<file path="src/rtl/on_off_input_buffer.sv">
// One VC's flit FIFO with an on/off hysteresis flag back to the upstream sender.
// The head flit falls through to data_o; a write into a full buffer is dropped and latched in overflow_o.
module on_off_input_buffer #(
    parameter int FLIT_SIZE     = 32,
    parameter int BUFFER_SIZE   = 8,
    parameter int OFF_THRESHOLD = 6,
    parameter int ON_THRESHOLD  = 3,
    localparam int OCC_SIZE     = $clog2(BUFFER_SIZE + 1)
) (
    input  logic                 clk,
    input  logic                 rst,
    input  logic [FLIT_SIZE-1:0] data_i,
    input  logic                 valid_i,
    input  logic                 read_i,
    output logic [FLIT_SIZE-1:0] data_o,
    output logic                 is_empty_o,
    output logic                 on_off_o,
    output logic [OCC_SIZE-1:0]  occupancy_o,
    output logic                 overflow_o
);

    localparam int PTR_W = (BUFFER_SIZE > 1) ? $clog2(BUFFER_SIZE) : 1;
    localparam logic [PTR_W-1:0]    PTR_LAST = PTR_W'(BUFFER_SIZE - 1);
    localparam logic [OCC_SIZE-1:0] OCC_FULL = OCC_SIZE'(BUFFER_SIZE);
    localparam logic [OCC_SIZE-1:0] OCC_OFF  = OCC_SIZE'(OFF_THRESHOLD);
    localparam logic [OCC_SIZE-1:0] OCC_ON   = OCC_SIZE'(ON_THRESHOLD);

    if (ON_THRESHOLD < 0 || ON_THRESHOLD >= OFF_THRESHOLD || OFF_THRESHOLD > BUFFER_SIZE
        || BUFFER_SIZE < 1) begin : g_bad_params
        $error("on_off_input_buffer: need 0 <= ON_THRESHOLD < OFF_THRESHOLD <= BUFFER_SIZE");
    end

    typedef enum logic {ST_ON = 1'b0, ST_OFF = 1'b1} state_t;

    logic [FLIT_SIZE-1:0] r_mem [BUFFER_SIZE];
    logic [PTR_W-1:0]     r_wr_ptr;
    logic [PTR_W-1:0]     r_rd_ptr;
    logic [OCC_SIZE-1:0]  r_occ;
    logic                 r_empty;
    logic                 r_overflow;
    logic                 r_on_off;
    state_t               r_state;

    logic                 w_rd_acc;
    logic                 w_wr_acc;
    logic                 w_drop;
    logic [OCC_SIZE-1:0]  w_next_occ;
    logic [PTR_W-1:0]     w_wr_ptr_nxt;
    logic [PTR_W-1:0]     w_rd_ptr_nxt;

    // Depth need not be a power of two, so wrap by explicit compare.
    function automatic logic [PTR_W-1:0] ptr_inc(input logic [PTR_W-1:0] p);
        return (p == PTR_LAST) ? '0 : p + 1'b1;
    endfunction

    always_comb begin
        w_rd_acc     = read_i && (r_occ != '0);
        w_wr_acc     = valid_i && ((r_occ != OCC_FULL) || w_rd_acc);
        w_drop       = valid_i && !w_wr_acc;
        w_wr_ptr_nxt = ptr_inc(r_wr_ptr);
        w_rd_ptr_nxt = ptr_inc(r_rd_ptr);
        w_next_occ   = r_occ;
        if (w_wr_acc && !w_rd_acc) w_next_occ = r_occ + 1'b1;
        else if (w_rd_acc && !w_wr_acc) w_next_occ = r_occ - 1'b1;
    end

    // Storage is not reset; writes are simply blocked while rst is high.
    always_ff @(posedge clk) begin
        if (!rst && w_wr_acc) r_mem[r_wr_ptr] <= data_i;
    end

    always_ff @(posedge clk) begin
        if (rst) begin
            r_wr_ptr   <= '0;
            r_rd_ptr   <= '0;
            r_occ      <= '0;
            r_empty    <= 1'b1;
            r_overflow <= 1'b0;
        end else begin
            if (w_wr_acc) r_wr_ptr <= w_wr_ptr_nxt;
            if (w_rd_acc) r_rd_ptr <= w_rd_ptr_nxt;
            r_occ   <= w_next_occ;
            r_empty <= (w_next_occ == '0);
            if (w_drop) r_overflow <= 1'b1;
        end
    end

    // Hysteresis on the post-edge occupancy so on_off_o moves with occupancy_o.
    always_ff @(posedge clk) begin
        if (rst) begin
            r_state  <= ST_ON;
            r_on_off <= 1'b1;
        end else begin
            case (r_state)
                ST_ON: begin
                    if (w_next_occ >= OCC_OFF) begin
                        r_state  <= ST_OFF;
                        r_on_off <= 1'b0;
                    end
                end
                ST_OFF: begin
                    if (w_next_occ <= OCC_ON) begin
                        r_state  <= ST_ON;
                        r_on_off <= 1'b1;
                    end
                end
                default: begin
                    r_state  <= ST_ON;
                    r_on_off <= 1'b1;
                end
            endcase
        end
    end

    assign data_o      = r_mem[r_rd_ptr];
    assign is_empty_o  = r_empty;
    assign on_off_o    = r_on_off;
    assign occupancy_o = r_occ;
    assign overflow_o  = r_overflow;

endmodule
</file>
<file path="config.mk">
export PLATFORM = sky130hd
export DESIGN_NAME = on_off_input_buffer
export DESIGN_NICKNAME = d
export VERILOG_FILES = /design/src/rtl/on_off_input_buffer.sv
export SDC_FILE = /design/constraint.sdc
export NUM_CORES = 1
export LEC_CHECK = 0
export ABC_AREA = 1
export CORE_UTILIZATION = 45
export DETAILED_ROUTE_END_ITERATION = 10
export HOLD_SLACK_MARGIN = 0.08
export PLACE_DENSITY = 0.71
export SETUP_SLACK_MARGIN = 0.3
export SLEW_MARGIN = 15
export SYNTH_ARGS = -nofsm -noshare
export SYNTH_HDL_FRONTEND = slang
export SYNTH_SLANG_ARGS = --single-unit
</file>
<file path="constraint.sdc">
create_clock -name clk -period 5.58 [get_ports clk]
set_input_delay 0.558 -clock clk [delete_from_list [all_inputs] [get_ports clk]]
set_output_delay 0.558 -clock clk [all_outputs]
set_load 0.05 [all_outputs]
</file>
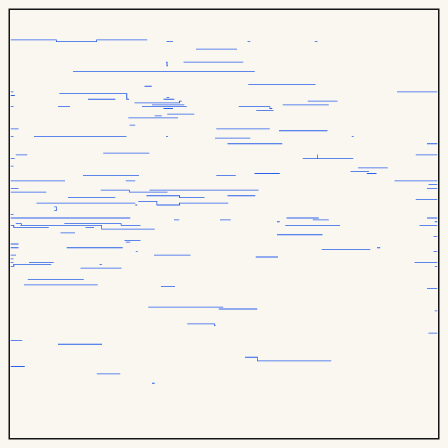
(metal 3)
77 nets have wire on it. The layer carries 1,360 µm of wire.

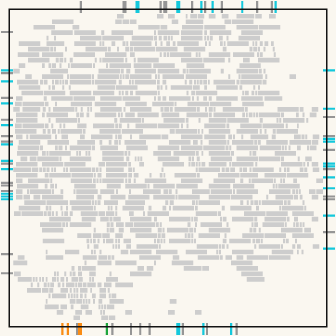
(ports around the boundary)
Pins as bars across the die edge, other pins in gray.
Key: cyan = data_o [pins 32, direction output, edge 10 east, 10 west, 8 north, 4 south]; green = read_i [pins 1, direction input, edge south]; orange = occupancy_o [pins 4, direction output, edge south]
All pins by edge: 22 west, 19 north, 17 east, 17 south.

==> results.py <==
# Flow results
metrics = {
    "final_timing": {
        "finalSetupTns_ps": 0,
        "fmax_mhz": 239,
        "hold_viol_final": 0,
        "rsz0062_at_grt": "no",
    },
    "power": {
        "p_per_area_nw_per_um2": 423,
        "ir_drop_v": 0.000347,
        "seq_power_mw": 2.32,
    },
    "floorplanning": {
        "die_h_um": 157,
        "pin_count": 75,
        "n_tap_cell": 319,
    },
    "grt": {
        "gr-usage-met1_pct": 25.3,
        "grt_use_met2_pct": 31.2,
        "grt_pass1_vias": 6532,
    },
    "setup_path": {
        "crit_cells": 6,
        "critPathTopFamily": "buffers and inverters",
        "slowest_stage": "buf_4",
        "r2r_setup_slack_ps": 2730,
        "critical_path_class": "reg -> out",
    },
    "synthesis": {
        "async_flop_share_pct": 0,
        "yosys-top-cells-count": "edfxtp_1, nor2_1, o21ai_0",
        "netlist_instances": 855,
        "synthAdderAreaFrac_pct": 0.696,
        "area_leaders": "edfxtp_1, nor2_1, o21ai_0",
    },
    "route": {
        "drt-vias-per-instance": 5.25,
    },
    "clocking": {
        "clkTransAtPathRegs_ps": 60,
        "ctsHoldBuffers": 0,
    },
    "layout": {
        "nClkBuffers": 41,
        "drive_above_1_share_pct": 9.08,
    },
    "run_status": {
        "outcome": "complete, no violations",
    },
    "placed_design": {
        "place_ws_ps": 1970,
    },
    "min_path": {
        "hp-class": "reg -> reg",
    },
}
Power figures rest on the tool's default switching activity, not on a simulated workload.
